==> run_1/port_nets.png <==
Scale: 4 px per um.
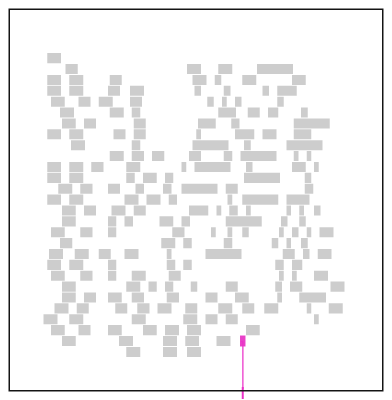
==> run_1/registers.png <==
Scale: 6 px per um. Other sequential cells in the stronger grey, the rest of the logic in the fainter grey.
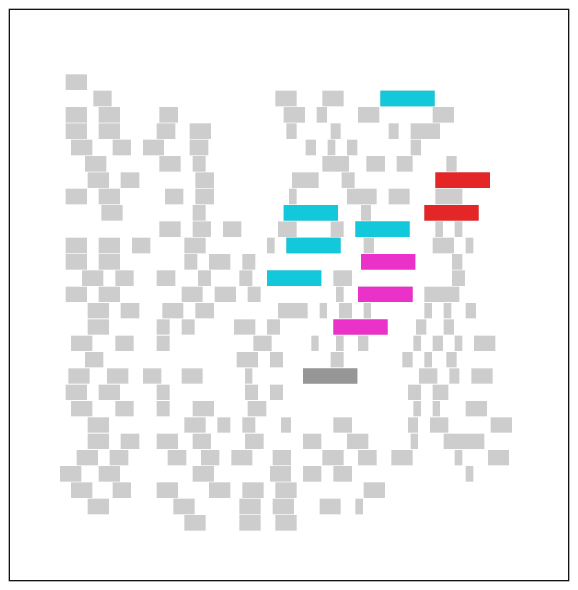
==> run_1/wire_density.png <==
Scale: 4 px per um. The die is cut into 19 by 19 equal tiles; dark blue is low, red is high, scaled to the fullest tile. Values are wire area over tile area, all layers added.
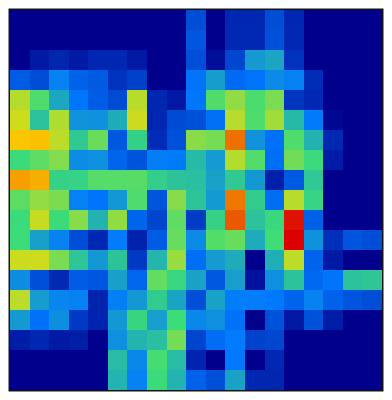
Design core_test_ctrl, sky130hd; sources not shown.
==> results_dict.tcl, run 1 <==
# yosys + openroad results
set metrics [dict create \
    dieHeight_um 95 \
    synth.most_common_cell "xnor2_1" \
    grt_pass1_vias 1511 \
    period_used_share 0.6551 \
    ys_cells 130 \
    top_power_group "combinational logic" \
    fmaxAchievable_ghz 0.3248 \
    num_antenna_cells 0 \
    cts_resized 0 \
    end_kind "primary output" \
    slowest_delay_ns 0.83 \
    maxSlewHeadroom 0.6330 \
    cts_buffer_depth 2 \
    yosys-top-cells-area "dfrtp_1 25%, xnor2_1 23%, nand4_1 8.7%" \
    use_met2 0.1947 \
    dr.pass1.iters 2 \
    holdCritPathClass "flop to flop" \
    crit_fanout 10 \
    cp-start-kind "flop" \
    warnings 27 \
    antenna_left 0 \
    antenna_found_initial 0 \
    yosys_area_um2 1085 \
    cts_root_buf "clkbuf_8" \
    fin_ws_ns 1.621 \
    p_int_uw 335.7 \
    cts_tree "yes" \
    drtIter0Drc 8 \
    p_comb_uw 342 \
    switching_share 0.4344 \
    htreeDepth 1 \
    top_area_cell "dfrtp_1" \
    fillers 681 \
    rsz0062_at_grt "false" \
    grt_pass1_wl_mm 7.507 \
    fin_cells 282 \
    floorplan.nets 201 \
    yosysWarningCount 0 \
    power_switching_uw 257.8 \
    cellPowerDensity_nw_per_um2 301.2 \
    drc_errors 0 \
    pre_cts_ws_ns 1.868 \
    fin_hold_ws_ns 0.4898 \
    p_clk_frac 0.173 \
    path_depth 3 \
    use_met1 0.1032 \
    hold_buffers 0 \
    largest_register_ff_count 5 \
    edf_count 0 \
    path_buffers 1 \
    grt_busiest_layer "met2" \
    setup_tns_ns 0 \
    synthArstFlopShare 1.000 \
    worst_pin_slew_ns 0.5504 \
    status "completed" \
    ys_seq_elements 11 \
    ys_dominant_reg_cell "dfrtp_1" \
    overflow 0 \
    core_area_um2 5816 \
    setup_viol 0 \
    drv_cap 0 \
    met3_usage 0.05794 \
    finish.net_count 279 \
    place.gp.congestion 0.7642 \
    ir_worst_vdd_mv 0.1774 \
    crit_type "flop to primary output" \
    fp_util 0.1865 \
    cp_slowest_cell "clkdlybuf4s50_1" \
    skew_ns 0.001010 \
    hpwl_mm 4.234 \
    area_delta_synth_final_pct 81.66 \
    pwr-share-seq 0.252 \
    min_period_ns 3.079 \
    grt_max_degree 12 \
    path_delay_family "buffers and inverters" \
    yosys.area.top_type_share 0.2537 \
    hold_viol 0 \
    cp_data_required_time_ns 3.76 \
    syn_area_per_cell_um2 8.345 \
    dp.cells 278 \
    slew_viol_final 0 \
    postCtsSetupRepairBufs 0 \
    reg2reg_depth 5 \
    dieArea_um2 8835 \
    fp.dieW_um 93 \
    power_leakage_nw 0.7102 \
    worstHoldPathCells 1 \
    cts_buffers 3 \
    p_comb_frac 0.576 \
    path_cells "or2b_2 -> nor2_1 -> clkdlybuf4s50_1" \
    synth_cells 130 \
    rrSetupSlack_ns 2.75 \
    ys_types 31 \
    netlist_area_um2 1085 \
    cts_sinks 11 \
    rows 28 \
    layout-drive-gt1-share 0.03382 \
    clock_latency_ns 0.24 \
    ys_seq_frac 0.2537 \
    powerClk_uw 102 \
    avgViaCountPerCell 4.465 \
    top_cells_by_count "29 x xnor2_1, 15 x nand4_1, 11 x dfrtp_1" \
    clk_pin_slew_ns 0.05 \
    arrival_ns 2.14 \
]
Notes on port_nets.png above:
`fail_ch` -> magenta  # direction output, edge bottom, end cells 1, buffers 0, wire 12.2 um
IO Pins: 79
Port Buffers: 77

Notes on registers.png above:
`state_q` -> magenta  # sequential cells 3
`cycle_count` -> cyan  # sequential cells 5, where middle
`hold_cnt_q` -> red  # sequential cells 2
not coloured = 1
Seq. pwr: 149 uW
flop share of the area: 0.1397
Reg area: 275.3 um^2
post-layout util: 0.3389

Notes on wire_density.png above:
mean over tiles = 0.085
densest ninth of the die = left middle
fullest tile = 0.34
final wirelength: 4.499 mm
GRT Util Overall: 0.1070
Vias: 1,259
Routed WL per cell: 15.95 um

## run 1: per-layer routing
layer	routed length, um	vias to the layer above	part of all wire
met4	31	0	0.0069
met3	571	4	0.13
met2	2298	54	0.51
met5	0	-	0
li1	-	613	-
met1	1598	588	0.36
## run 1: per-stage QoR
stage / area (um^2) / power (mW)
floorplan: 1085 / 0.3599
global placement: 1922 / 0.4870
detailed placement: 1922 / 0.5016
CTS: 1971 / 0.6090
global route: 1971 / 0.6421
finish: 1971 / 0.5935
## run 1: area by class of cell
| class | count | area (um^2) | share of cell area |
|---|---|---|---|
| multi-input cells | 110 | 763.2 | 0.3873 |
| flip-flops and latches | 11 | 275.3 | 0.1397 |
| inverters | 5 | 18.77 | 0.009524 |
| clock buffers | 4 | 48.80 | 0.02476 |
| repair buffers | 77 | 770.7 | 0.3911 |
| well taps | 75 | 93.84 | 0.04762 |
## run 1: worst reg2reg max path: cells and delay by family, from the launching register on
kind	cells	cell delay (ns)
DFF	1	0.55
and+or+nand+nor	4	1.03
AOI/OAI and AO/OA	1	0.25
## run 1: cell families (layout without fill, tap and decap cells)
logic type	count (synthesis)	after routing	synth area share
simple gates	57	57	0.2987
mux	1	1	0.009228
flops	11	11	0.2537
buf+inv	9	86	0.04267
other cells	1	1	0.003457
compound gates	13	13	0.07498
xor+xnor	35	35	0.2826
fa+ha+maj	3	3	0.03461
## run 1: cell usage in the layout (no fill, tap or decap), types with 3 or more instances in the layout
master / count
clkdlybuf4s50_1: 77
xnor2_1: 29
nand4_1: 15
dfrtp_1: 11
nor2_1: 9
nand2_1: 8
nand3_1: 6
xor2_1: 6
o21ai_0: 6
inv_1: 5
nor3_1: 5
nor4_1: 5
a21oi_1: 4
ha_1: 3
clkbuf_8: 3
--- run 2 (diff from run 1) ---
--- a/config.mk
+++ b/config.mk
@@ -8,10 +8,10 @@
 export CAP_MARGIN = 20
 export CELL_PAD_IN_SITES_DETAIL_PLACEMENT = 2
 export CELL_PAD_IN_SITES_GLOBAL_PLACEMENT = 2
-export CORE_AREA = 8 8 85 87
+export CORE_AREA = 8 8 87 89
 export CTS_BUF_LIST = sky130_fd_sc_hd__clkbuf_4 sky130_fd_sc_hd__clkbuf_8
 export DETAILED_ROUTE_END_ITERATION = 12
-export DIE_AREA = 0 0 93 95
+export DIE_AREA = 0 0 95 97
 export PLACE_DENSITY_LB_ADDON = 0.1
 export SLEW_MARGIN = 20
 export SYNTH_ARGS = -nofsm -noshare
==> constraint.sdc (replaced) <==
create_clock -name clk -period 3.1 [get_ports clk]
set_input_delay 0.62 -clock clk [delete_from_list [all_inputs] [get_ports clk]]
set_output_delay 0.62 -clock clk [all_outputs]
set_load 0.05 [all_outputs]
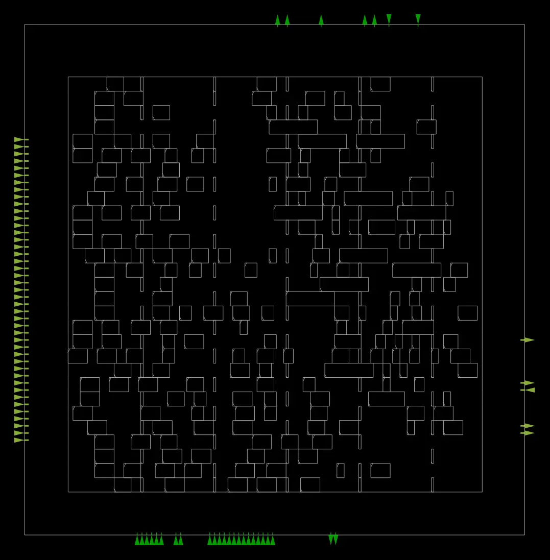
(run_2/final_placement.png)
flop share of the area: 0.1395
post-layout util: 0.3180
Layout Cells excl Fill: 284
n_taps: 77
# rows: 29

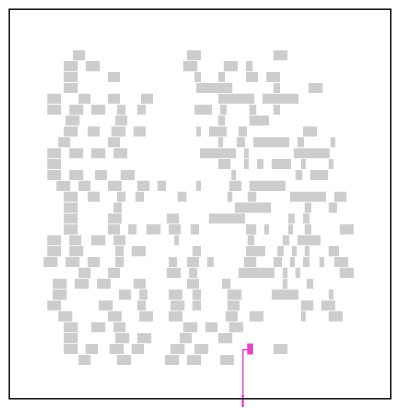
(run_2/port_nets.png)
Scale: 4 px per um.
`fail_ch` -> magenta  # direction output, edge bottom, end cells 1, buffers 0, wire 13.1 um

==> results_dict.tcl, run 2 <==
# yosys + openroad results
set metrics [dict create \
    path_delay_family "buffers and inverters" \
    hpwl_mm 4.338 \
    overflow 0 \
    crit_fanout 10 \
    worstHoldPathCells 1 \
    crit_type "flop to primary output" \
    ys_types 31 \
    fp.dieW_um 95 \
    reg2reg_depth 5 \
    drtIter0Drc 10 \
    clk_pin_slew_ns 0.05 \
    drv_cap 0 \
    cts_buffers 3 \
    grt_max_degree 12 \
    period_used_share 0.8874 \
    ys_dominant_reg_cell "dfrtp_1" \
    ys_seq_elements 11 \
    status "completed" \
    io_buffers 77 \
    syn_area_per_cell_um2 8.345 \
    dieArea_um2 9215 \
    cts_resized 0 \
    layout_top_cell "clkdlybuf4s50_1" \
    maxSlewHeadroom 0.6375 \
    layout-drive-gt1-share 0.03382 \
    fmaxAchievable_ghz 0.3635 \
    dr.pass1.iters 3 \
    rsz0062_at_grt "false" \
    cp_slowest_cell "clkdlybuf4s50_1" \
    finish.net_count 279 \
    holdCritPathClass "flop to flop" \
    edf_count 0 \
    lay_top_cells "77 x clkdlybuf4s50_1, 29 x xnor2_1, 15 x nand4_1" \
    top_area_cell "dfrtp_1" \
    place.gp.congestion 0.7696 \
    clock_latency_ns 0.24 \
    yosys-top-cells-area "dfrtp_1 25%, xnor2_1 23%, nand4_1 8.7%" \
    hold_buffers 0 \
    yosys_area_um2 1085 \
    routed_wl_mm 4.669 \
    skew_ns 0.001095 \
    dieHeight_um 97 \
    setup_tns_ns 0 \
    fp_util 0.1748 \
    avgViaCountPerCell 4.504 \
    slew_viol_final 0 \
    path_buffers 1 \
    arrival_ns 2.13 \
    cts_root_buf "clkbuf_8" \
    grt_pass1_vias 1557 \
    grt_pass1_wl_mm 7.610 \
    htreeDepth 1 \
    path_depth 3 \
    cts_sinks 11 \
    num_antenna_cells 0 \
    hold_viol 0 \
    cp_data_required_time_ns 2.48 \
    yosysWarningCount 0 \
    antenna_left 0 \
    worst_pin_slew_ns 0.5420 \
    detailroute.via_count 1279 \
    postCtsSetupRepairBufs 0 \
    core_area_um2 6205 \
    synth.most_common_cell "xnor2_1" \
    end_kind "primary output" \
    cts_tree "yes" \
    netlist_area_um2 1085 \
    ir_worst_vdd_mv 0.3628 \
    power_leakage_nw 0.7102 \
    area_delta_synth_final_pct 81.89 \
    wl_per_cell_um 16.44 \
    ys_cells 130 \
    setup_viol 0 \
    cts_buffer_depth 2 \
    floorplan.nets 201 \
    rrSetupSlack_ns 1.15 \
    yosys.area.top_type_share 0.2537 \
    cp-start-kind "flop" \
    path_cells "or2b_2 -> nor2_1 -> clkdlybuf4s50_1" \
    largest_register_ff_count 5 \
    antenna_found_initial 0 \
    top_cells_by_count "29 x xnor2_1, 15 x nand4_1, 11 x dfrtp_1" \
    track_usage 0.1033 \
    warnings 27 \
    slowest_delay_ns 0.82 \
    synth_cells 130 \
    ios 79 \
    ys_seq_frac 0.2537 \
    synthArstFlopShare 1.000 \
    drc_errors 0 \
    min_period_ns 2.751 \
    cellPowerDensity_nw_per_um2 457.1 \
    fillers 702 \
]
==> run 2: final cells by class <==
cell class / instances / area [um^2] / area share
Sequential cell: 11 / 275.3 / 0.1395
Clock buffer: 4 / 48.80 / 0.02473
Inverter: 5 / 18.77 / 0.009512
Tap cell: 77 / 96.34 / 0.04883
Multi-Input combinational cell: 110 / 763.2 / 0.3868
Timing Repair Buffer: 77 / 770.7 / 0.3906
==> run 2: layer usage <==
layer  vias up  part of all wire  track usage  wire length [um]
met3         5              0.11      0.04869               516
li1        616                 -            -                 -
met1       605              0.37       0.1023              1735
met4         0             0.012      0.03245                58
met5         -                 0            0                 0
met2        53              0.51       0.1831              2360
==> run 2: cell families after synthesis <==
| group | share of synthesized area |
|---|---|
| adder cells (fa/ha/maj) | 0.03461 |
| XOR/XNOR | 0.2826 |
| buffers and inverters | 0.04267 |
| flip-flops | 0.2537 |
| multiplexers | 0.009228 |
| other | 0.003457 |
| AND/OR/NAND/NOR | 0.2987 |
| AND-OR/OR-AND | 0.07498 |
==> run 2: report_power, final <==
part	internal, mW	leakage, nW	switching (mW)
registers	0.176	0.143	0.0521
logic	0.234	0.541	0.284
clock network	0.0993	0.0262	0.0571
total	0.509	0.710	0.393
==> run 2: metrics by stage <==
step / setup slack (ns) / instance area (um^2) / instances / power, mW / hold slack (ns)
2_1_floorplan: 0.9680 / 1085 / 130 / 0.5457 / 0.3244
3_3_place_gp: 0.6189 / 1924 / 280 / 0.7391 / 0.4608
3_5_place_dp: 0.5815 / 1924 / 280 / 0.7616 / 0.4772
4_1_cts: 0.3197 / 1973 / 284 / 0.9215 / 0.4835
5_1_grt: 0.2165 / 1973 / 284 / 0.9725 / 0.5181
6_report: 0.3491 / 1973 / 284 / 0.9019 / 0.4810
Power figures rest on the tool's default switching activity, not on a simulated workload.
